[src/rtl/bus_if_8085_multi.sv]
// Multi-cycle memory bus interface for the 8085-style controller: IDLE -> REQ -> DONE handshake.
// Optional request timeout with sticky bus_err is enabled by defining BUS_TIMEOUT_EN.
module bus_if_8085_multi #(
    parameter int DATA_W  = 16,
    parameter int ADDR_W  = 8,
    parameter int TIMEOUT = 15
) (
    input  logic              clk,
    input  logic              reset,
    input  logic              read,
    input  logic              write,
    input  logic [ADDR_W-1:0] addr,
    input  logic [DATA_W-1:0] wdata,
    output logic [DATA_W-1:0] rdata,
    output logic              busy,
    output logic              done,
    output logic              mem_req,
    output logic              mem_we,
    output logic [ADDR_W-1:0] mem_addr,
    output logic [DATA_W-1:0] mem_wdata,
    input  logic [DATA_W-1:0] mem_rdata,
    input  logic              mem_ack,
    output logic              bus_err
);

    // state | meaning
    // IDLE  | no transaction, waiting for a strobe
    // REQ   | request on the bus, waiting for mem_ack
    // DONE  | one-cycle completion; a new strobe here chains the next transfer
    typedef enum logic [1:0] {
        IDLE = 2'd0,
        REQ  = 2'd1,
        DONE = 2'd2
    } state_t;

    state_t state;
    logic   strobe;
    logic   expire;

    assign strobe  = read | write;
    assign mem_req = (state == REQ);
    assign busy    = (state == REQ);
    assign done    = (state == DONE);

`ifdef BUS_TIMEOUT_EN
    localparam int CNT_W = (TIMEOUT < 2) ? 1 : $clog2(TIMEOUT + 1);
    logic [CNT_W-1:0] cnt;

    // Fires in the TIMEOUT-th REQ cycle; an ack in that cycle still takes precedence.
    assign expire = (state == REQ) && !mem_ack && (cnt == CNT_W'(TIMEOUT - 1));

    always_ff @(posedge clk) begin
        if (reset) begin
            cnt     <= '0;
            bus_err <= 1'b0;
        end else begin
            if (state != REQ)
                cnt <= '0;
            else if (!mem_ack)
                cnt <= cnt + 1'b1;
            if (expire)
                bus_err <= 1'b1;
        end
    end
`else
    logic [31:0] unused_timeout;
    assign unused_timeout = TIMEOUT;
    assign expire         = 1'b0;
    assign bus_err        = 1'b0;
`endif

    always_ff @(posedge clk) begin
        if (reset) begin
            state     <= IDLE;
            rdata     <= '0;
            mem_addr  <= '0;
            mem_wdata <= '0;
            mem_we    <= 1'b0;
        end else begin
            case (state)
                IDLE, DONE: begin
                    if (strobe) begin
                        mem_addr  <= addr;
                        mem_wdata <= wdata;
                        mem_we    <= write;
                        state     <= REQ;
                    end else begin
                        state <= IDLE;
                    end
                end
                REQ: begin
                    if (mem_ack) begin
                        if (!mem_we)
                            rdata <= mem_rdata;
                        state <= DONE;
                    end else if (expire) begin
                        if (!mem_we)
                            rdata <= '1;
                        state <= DONE;
                    end
                end
                default: state <= IDLE;
            endcase
        end
    end

endmodule

[config.mk]
export PLATFORM = sky130hd
export DESIGN_NAME = bus_if_8085_multi
export DESIGN_NICKNAME = d
export VERILOG_FILES = /design/src/rtl/bus_if_8085_multi.sv
export SDC_FILE = /design/constraint.sdc
export NUM_CORES = 1
export LEC_CHECK = 0
export CAP_MARGIN = 20
export CORE_ASPECT_RATIO = 0.6
export CORE_MARGIN = 2
export CORE_UTILIZATION = 45
export DETAILED_ROUTE_END_ITERATION = 16
export DONT_BUFFER_PORTS = 1
export PLACE_DENSITY = 0.67
export REMOVE_ABC_BUFFERS = 1
export SLEW_MARGIN = 30
export SYNTH_ARGS = -nofsm -noshare
export SYNTH_HDL_FRONTEND = slang
export SYNTH_SLANG_ARGS = --single-unit
[constraint.sdc]
create_clock -name clk -period 1.4 [get_ports clk]
set_input_delay 0.42 -clock clk [delete_from_list [all_inputs] [get_ports clk]]
set_output_delay 0.42 -clock clk [all_outputs]
set_load 0.05 [all_outputs]
### Gate families picked out

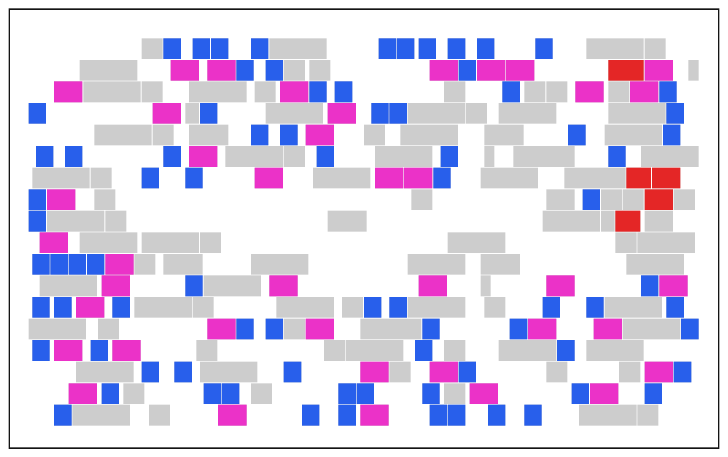
magenta -> multiplexers  # cells 40, most used mux2i_1, where widely spread
blue -> NAND gates  # cells 81, most used nand2b_1, where widely spread
red -> AND and OR gates  # cells 5, most used and2b_4, where east

### Routing congestion

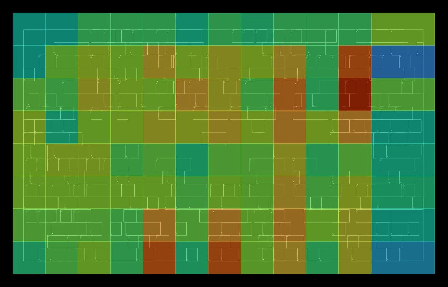
Tot GR Track Use: 0.161
Final Core Density: 0.566
Avg WL per Cell: 13.8 microns

### Sequential cells grouped by signal name

Bar = 20 microns.
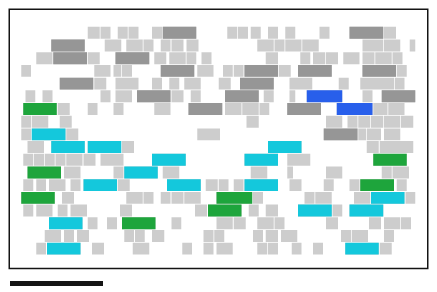
blue -> state  # placed flops 2
green -> mem_addr  # placed flops 8
cyan -> mem_wdata  # placed flops 16
not coloured = 17

### Sizing map

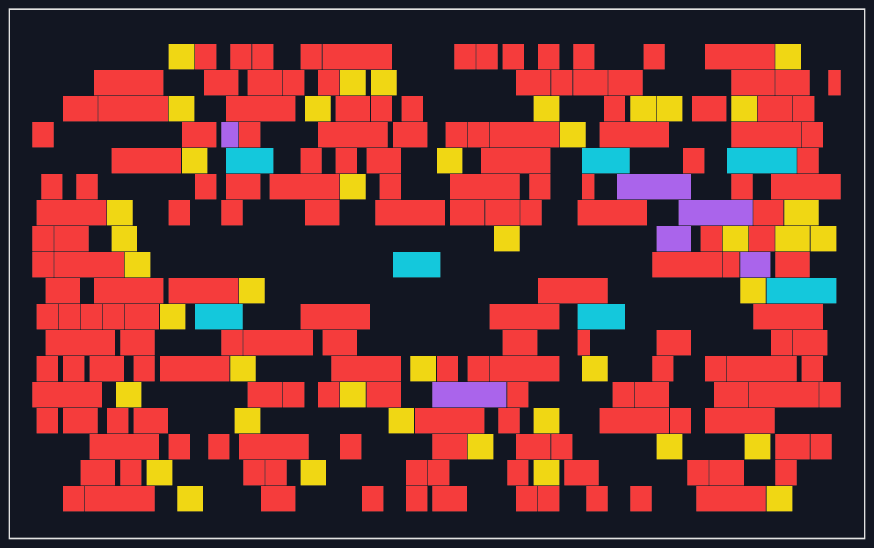
red -> drive 1 or less  # cells 169, most used nand2b_1
yellow -> drive 3 to 4  # cells 41, most used buf_4
purple -> drive 2  # cells 6, most used dfxtp_2
cyan -> drive 6 and up  # cells 7, most used clkbuf_8

### Metal layers overlaid

Only two layers are drawn.
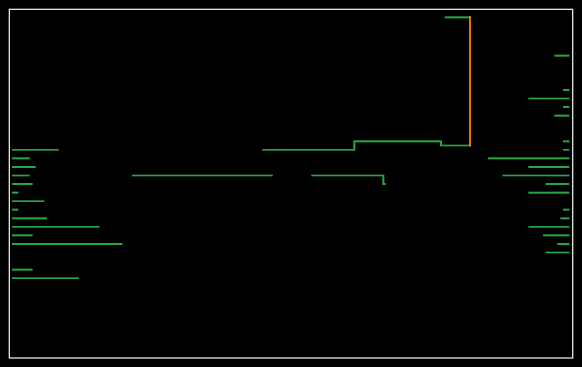
green -> met3  # wire length 220 microns
orange -> met4  # wire length 20.4 microns

==> results.yml <==
# yosys + openroad results
final_timing:
  hold_viol: 0
  slew_viol_final: 0
  setup_violations: 3
  finalCritPeriodShare: 1.07
  worst_slack_ns: -0.0991
  relSlewSlack: 0.650
critical_path:
  crit_start: "state[1]"
  worst_ep_required_time_ns: 0.98
  path_class: "flip-flop to primary output"
  cpPeakStageDelay_ns: 0.46
  start_kind: "flip-flop"
  reg2reg_slack_ns: 0.09
floorplanning:
  core.rowCount: 18
  fp.dieH_microns: 55.2
  fp_util: 0.475
  chipArea_sq_um: 4930
flow_run:
  warnings: 27
global_route:
  grt_use_met2: 0.271
  antenna_found_initial: 0
  use_met1: 0.192
  grt_pass1_wl_mm: 6.18
  first_global_vias: 1324
  overflow: 0
cells_and_area:
  n_antenna_cell: 0
  seq_share: 0.368
  sequential_cell_total: 43
  final-clk-cell-share: 0.0346
  signal_buffers: 41
  final-nonclk-buf-share: 0.142
  final_layout_size_suffix_gt1_frac: 0.242
  fillers: 395
  syn_to_final_growth_pct: 19.3
  mostFrequentLayoutCell: "nand2b_1"
  flop_area_sq_um: 865
  clkbuf_count: 7
outcome:
  violations: "negative setup slack"
  outcome: "complete, but fails checks"
power_and_ir_drop:
  peakVddDrop_uv: 615
  comb_power_share: 0.217
  seq_cell_power_mw: 1.43
  p_int_mw: 1.90
  comb_power_mw: 0.601
  p_per_area_nw_per_um2: 1180
logic_synthesis:
  mux_share: 0.204
  synthSimpleGateAreaFrac: 0.286
  synth.avg_cell_area_sq_um: 10.4
  synth-xor-area-share: 0
  yosys-top-cells-area: "dfxtp_1 (44%), nand2b_1 (26%), mux2i_1 (20%), buf_6 (2.3%), clkbuf_1 (1.5%)"
  ys_types: 17
  top_cell_area_share: 0.438
drt:
  first_pass_iters: 3
  first_iter_violations: 37
  wl_mm: 3.90
worst_hold_path:
  hold_path_class: "input port to flip-flop"
clocking:
  cts_sinks: 43
  clk_path_buf_depth: 2
  cts_setup_buffers: 3
  cts_tree: "done"
  ctsHoldBuffers: 0
place:
  post-place-ws_ns: 0.108
## metal layers
layer  vias to the layer above  share of wire
met5                         -              0
met4                         0         0.0051
met1                       594           0.45
li1                        666              -
met2                        39           0.49
met3                         2          0.056
## cells in the mapped netlist
| cell | n |
|---|---|
| and2b_2 | 2 |
| and3b_1 | 1 |
| and4bb_1 | 1 |
| buf_12 | 1 |
| buf_2 | 1 |
| buf_4 | 2 |
| buf_6 | 4 |
| clkbuf_1 | 8 |
| conb_1 | 1 |
| dfxtp_1 | 43 |
| mux2i_1 | 40 |
| nand2b_1 | 81 |
| nor3b_1 | 1 |
| o21ai_1 | 1 |
| o21ba_1 | 1 |
| o21ba_2 | 1 |
| or3b_2 | 1 |
## registers in the layout (all words and copies together), names as in the netlist
name	cells
mem_addr	8
mem_wdata	16
mem_we	1
rdata	16
state	2
